**M1 wires**

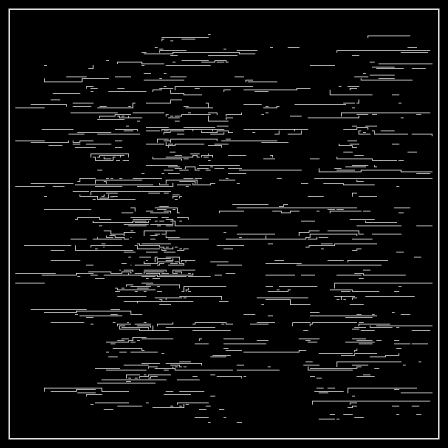
**Met2 routing**

Bar = 20 um.
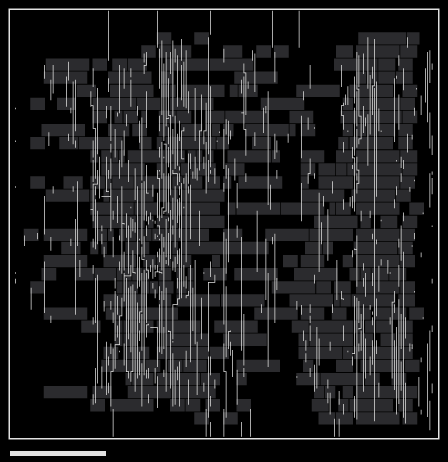
**The metal 3 layer**

Bar = 20 um.
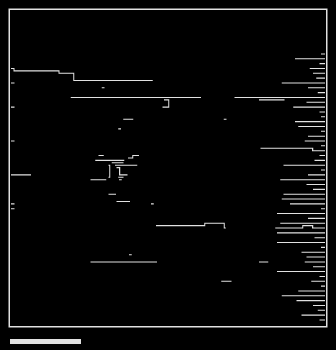
**The metal 4 layer**

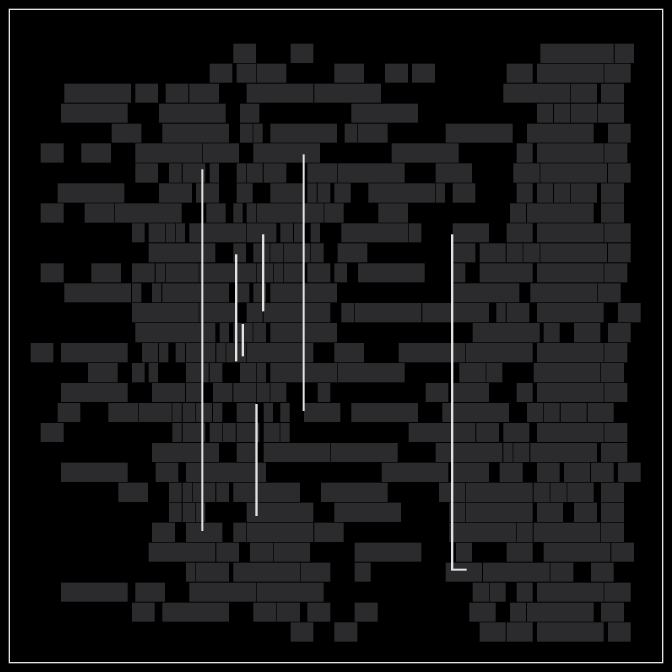
==> config.mk <==
export PLATFORM = sky130hd
export DESIGN_NAME = video_timing_gen
export DESIGN_NICKNAME = d
export VERILOG_FILES = /design/src/rtl/video_timing_pkg.sv /design/src/rtl/video_timing_gen_ctrl_delay.sv /design/src/rtl/video_timing_gen.sv
export SDC_FILE = /design/constraint.sdc
export NUM_CORES = 1
export LEC_CHECK = 0
export ABC_CLOCK_PERIOD_IN_PS = 3180
export CAP_MARGIN = 20
export CORE_MARGIN = 2
export CORE_UTILIZATION = 44
export DETAILED_ROUTE_END_ITERATION = 16
export GPL_TIMING_DRIVEN = 0
export PLACE_DENSITY = 0.87
export SETUP_SLACK_MARGIN = 0.5
export SYNTH_ARGS = -nofsm -noshare
export SYNTH_HDL_FRONTEND = slang
export SYNTH_SLANG_ARGS = --single-unit
==> constraint.sdc <==
create_clock -name clock -period 3.18 [get_ports clock]
set_input_delay 0.954 -clock clock [delete_from_list [all_inputs] [get_ports clock]]
set_output_delay 0.954 -clock clock [all_outputs]
set_load 0.1 [all_outputs]
==> summary.rpt <==
PLACE
-------------------------------------------------------------------------------
Area after detailed placement                                        4090 sq um
Final weighted congestion in routability-driven placement                 0.831

DETAILED ROUTING
-------------------------------------------------------------------------------
Uppermost metal layer occupied by signal nets                              met4
DRC violations left                                                           0
Wirelength per Cell                                                     14.3 um
Vias per inst                                                              5.01
Met2 Wirelength                                                         2840 um
Post-route met1 wirelength                                              2540 um

FINAL TIMING
-------------------------------------------------------------------------------
Unrepaired setup endpoints after global routing                              no
Setup Skew                                                              8.52 ps
Final slew viol count                                                         0
Total of endpoints with negative setup slack in the final report              0
Worst slew slack as a fraction of its limit                               34.2%
Transition at the pin with the smallest max-transition slack             991 ps
TNS Setup                                                                  0 ps
Endpoints failing hold                                                        0

FLOORPLANNING
-------------------------------------------------------------------------------
Core Region                                                          6870 sq um
IO Count                                                                     76
Floorplan die area                                                   7900 sq um
Vertical extent of the die                                              88.9 um
Initial Util                                                              46.1%

CTS
-------------------------------------------------------------------------------
Insertion Delay late pin                                                 350 ps
Clk slew on worst S/H paths                                               80 ps
Count of cells resized by post-cts repair                                    50
CTS tree                                                                   done
Post-CTS setup buffer count                                                   0
Hold bufs inserted after CTS                                                  0
Max H-tree Level                                                              3

CRITICAL PATH
-------------------------------------------------------------------------------
Type of origin of the critical path                                    register
Top cell family by delay on the critical path                      buffers and inverters
Setup slack of the worst register-to-register path                      1300 ps
Slowest cell on crit path                                          sky130_fd_sc_hd__dlygate4sd2_1
Levels on crit path                                                           1
Data arrival time of the critical path                                  1590 ps
CP endpoint kind                                                   primary output
FF-to-FF path depth                                                           6

PWR
-------------------------------------------------------------------------------
Sequential group power                                                  1.09 mW
Switch Pwr                                                             0.514 mW
Largest power group                                                   registers
Reported clock group power                                             0.742 mW
Sequential Power Share                                                    53.4%
Internal                                                                1.52 mW
Worst IR drop on VDD                                                     203 uV

SYNTHESIS
-------------------------------------------------------------------------------
Number of enable-type register cells in the synthesized netlist               0
Mean instance size in the synthesized netlist                        13.4 sq um
Yosys stat chip area                                                 3170 sq um
Count of warnings emitted by yosys                                            0
And+or+nand+nor area frac                                                 16.4%
Top cell type by instance count after synthesis                    sky130_fd_sc_hd__dfrtp_1
Cell area leaders                                                  sky130_fd_sc_hd__dfrtp_1, sky130_fd_sc_hd__mux2_2, sky130_fd_sc_hd__and2_1
Cell type contributing the most total cell area after synthesis    sky130_fd_sc_hd__dfrtp_1
Multiplexer fraction of the synthesized cell area                         6.36%
Leading cell types by count after synthesis                        sky130_fd_sc_hd__dfrtp_1, sky130_fd_sc_hd__and2_1, sky130_fd_sc_hd__mux2_2
Async set-or-reset flop fraction in the synthesized netlist                100%
Aoi share                                                                 3.95%
Syn Std Cell Area                                                    3170 sq um
Fa+ha+maj area frac                                                       1.58%
Yosys xor share                                                           2.76%
Main logic family after synthesis                                  simple AND/OR/NAND/NOR gates

CELLS AND AREA
-------------------------------------------------------------------------------
Total area of multi-input combinational cells                         983 sq um
Non-clock inverter count in the final layout                                  7
Layout overhead on the synthesized area                                   33.3%
Tally of clock buffers in the finished layout                                12
Final std cell area, no fill                                         4220 sq um
Fraction of layout cells with a size suffix above 1                       14.2%
Max-area cell class                                                sequential cells
Layout net count                                                            355
Fraction of area in clock buffers and inverters                           4.59%
Antenna diode count                                                           0
Share of cell area taken by multi-input logic gates                       23.3%
Data-path buffer share of cell area in the final layout                   18.8%

FLOW RUN
-------------------------------------------------------------------------------
OpenROAD warnings                                                            28

GRT
-------------------------------------------------------------------------------
Final global-route overflow total                                             0
Number of global-route vias before repair                                  2127
Total global-route track usage                                            17.2%
Global-route wire length before repair                                 10100 um
Antenna violations before repair                                              0

RUN STATUS
-------------------------------------------------------------------------------
Run status                                                         finished, final reports clean

Notes on 'M1 wires' above:
nets with wire on the layer: 305
main direction: horizontal
wire length on this layer: 2540 um
longest straight run: 24.8 um
share of all routed wire: 42%
met1 usage in global routing: 21.7%
final routed wirelength across all metal layers: 6100 um
vias after detailed routing: 2136

Notes on 'met2 routing' above:
longest straight run: 69.0 um
wire length on this layer: 2840 um
nets with wire on the layer: 314
share of all routed wire: 47%
met2 Track Usage GR: 27.2%

Notes on 'the metal 3 layer' above:
nets with wire on the layer: 78
main direction: horizontal
wire length on this layer: 541 um
longest straight run: 36.3 um
share of all routed wire: 8.9%
met3 track demand over resource: 4.01%

Notes on 'the metal 4 layer' above:
longest straight run: 49.0 um
main direction: vertical
wire length on this layer: 175 um
nets with wire on the layer: 6
share of all routed wire: 2.9%

No activity file was given, so power comes from the tool's default toggle rates.
